Fig. 1: clock nets
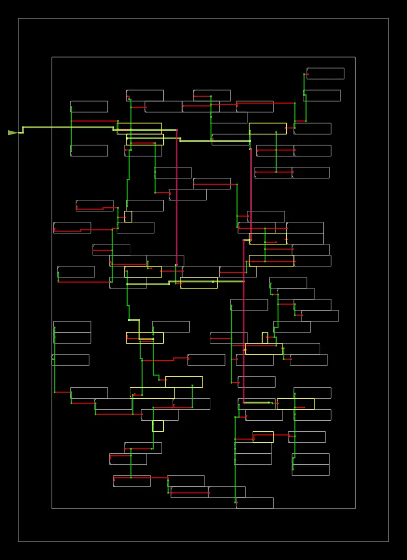
Fig. 2: drive-strength map
Bar = 20 um.
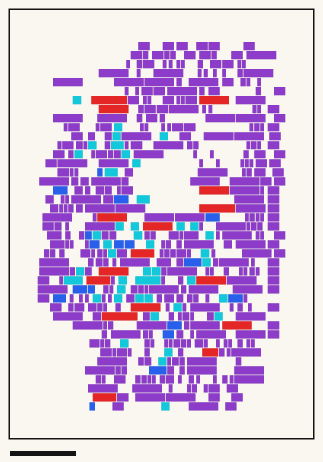
Design apb_image_loader, sky130hd; sources not shown.
==> results.yml <==
# generated from flow reports
routing:
  postRouteWirelength_mm: 8.53
  drt_first_iter_violations: 285
  drt_pre_antenna_iters: 4
  routedWlPerCell_um: 14.3
  drc_errors: 0
  vias: 3075
  antenna_left: 0
  via_per_inst: 5.17
floorplan:
  ioPinCount: 97
  tap_cells: 107
  die_h_um: 129
  fp_util_pct: 40.9
  core_sq_um: 8360
  die_width_um: 91.5
  num_rows: 41
  die_area_sq_um: 11800
synthesis:
  ys_types: 48
  yosysCellCount: 383
  avgSynthCellArea_sq_um: 8.93
  edf_count: 0
  area_leaders: "dfrtp_1, nand2_1, o21ai_0, nand3_1, nor2_1"
  synth.most_common_cell: "nand2_1"
  ys.flop_type: "dfrtp_1"
  ys_warn_count: 0
  ys_area_sq_um: 3420
  synthesis.area_sq_um: 3420
  synth_flops: 73
  syn_inst: 383
  synth_top_area_share_pct: 53.4
  synth-seq-area-share_pct: 53.4
  yosys-top-cells-count: "nand2_1, dfrtp_1, o21ai_0, nand3_1, nor2_1"
  synth_async_sr_flop_share_pct: 100
  top_area_cell: "dfrtp_1"
  syn_nets: 440
clock_network:
  clock_latency_ps: 330
  clockBufferDepth: 2
  root_buffer: "clkbuf_16"
  cts.sinks: 73
  cts_hold_buffers: 0
  htree_levels: 3
  clk_pin_slew_ps: 50
  cts_tree: "yes"
critical_path:
  critPathKind: "flip-flop to flip-flop"
  cp-end-kind: "flip-flop"
  reg2regPathDepth: 4
  rrSetupSlack_ps: -30
  crit_cells: 4
  crit_required_ps: 2160
  cp-start-kind: "flip-flop"
  cp_top_family: "simple AND/OR/NAND/NOR gates"
  arrival_ps: 2190
  crit_fanout: 5
  worst-path-buf-inv: 0
  worstPathCellList: "or4_1 > or3_4 > nor3b_2 > mux2_2"
  cp_slowest_cell: "or4_1"
  critical_path.max_stage_delay_ps: 520
global_route:
  grt_overflow: 0
  grt_first_pass_wirelength_mm: 14.3
  use_met1_pct: 16.6
  grt_pass1_vias: 3038
  antenna_found_initial: 0
  busiest_layer: "met2"
  use_met2_pct: 25.3
  grt_use_met3_pct: 4.46
  grt.total_usage_pct: 15.1
  grt_max_degree: 74
placement:
  dpl_worst_slack_ps: -390
  io_buffers: 72
  globalplace.congestion: 0.840
  dpl.hpwl_mm: 5.93
  placed_cells: 578
  placed_area_sq_um: 4500
final_layout:
  sh_comb_area_pct: 31.1
  clock_area_share_pct: 6.99
  n_fill_cell: 694
  drive_above_1_share_pct: 15.6
  seq_area_share_pct: 37.0
  layout_top_cell: "nand2_1"
  layout_top_cells: "nand2_1, dfrtp_1, clkdlybuf4s50_1"
  logic_gate_count: 276
  largest_class: "registers"
  utilization_pct: 59.0
  bufAreaShareNonClock_pct: 21.3
  antennaDiodeCount: 0
  logic_area_sq_um: 1540
  largest_register_ffs: 24
  nets: 540
  flop_area_sq_um: 1830
  n_clock_buffer: 11
  inverters: 11
  final_cells: 595
final_timing:
  fmax_ghz: 0.506
  min_period_ps: 1980
  slew_headroom_pct: 61.0
  tns_ps: -117
  finClkSkew_ps: 4.67
  tightest_slew_ps: 580
  worst_slack_ps: -27.3
  grt_setup_unrepaired: "true"
  whs_ps: 181
  setup_viol: 8
  timing_hold_violations_final: 0
  period_used_pct: 101
  final-max-slew-violation-count: 0
run_status:
  status: "finished, violations left"
  violations: "negative setup slack"
power_and_ir_drop:
  power-per-cell-area_nw_per_um2: 1400
  leakagePower_uw: 0.00223
  irDropWorstVdd_v: 0.000833
  power.total_uw: 6940
job:
  cap_violations: 0
  openroad.warnings: 54
worst_hold_path:
  hold_path_class: "primary input to async pin"
Notes on Fig. 1 above:
CTS Buf Count: 9
Flops: 73
clock-net power: 1880 uW

Notes on Fig. 2 above:
size	colour	cells	share
_2 cells	blue	17	3.5%
_3 and _4 cells	cyan	43	8.8%
_6 and larger	red	16	3.3%
_0 and _1 cells	purple	412	84%
Layout Area Growth over Synthesis: 44.4%
Final Cell Area: 4940 sq um
Buffers, non-clock: 112

layer usage:
metal  share of wire [%]  vias to the layer above
li1                    -                     1526
met1                  42                     1467
met2                  52                       72
met3                 5.2                       10
met4                 1.3                        0
met5                   0                        -
cell families (layout without fill, tap and decap cells):
logic type | after synthesis | count (layout) | synth area share (%)
flops | 73 | 73 | 53.4
mux | 8 | 8 | 2.38
xor+xnor | 2 | 2 | 0.512
fa+ha+maj | 4 | 4 | 1.46
compound gates | 71 | 71 | 12.4
buf+inv | 34 | 139 | 4.32
simple gates | 191 | 191 | 25.5
report_power, final:
part	internal (uW)	switching (uW)
sequential	1930	255
combinational	1350	1530
clock	1280	596
total	4560	2380
what timing repair did:
item	4_1_cts	5_1_grt
cloned	0	0
setup endpoints to repair	23	67
pin swaps	2	0
gates resized	4	14
buffers inserted	0	1
Power is estimated from default activity; no workload was simulated.
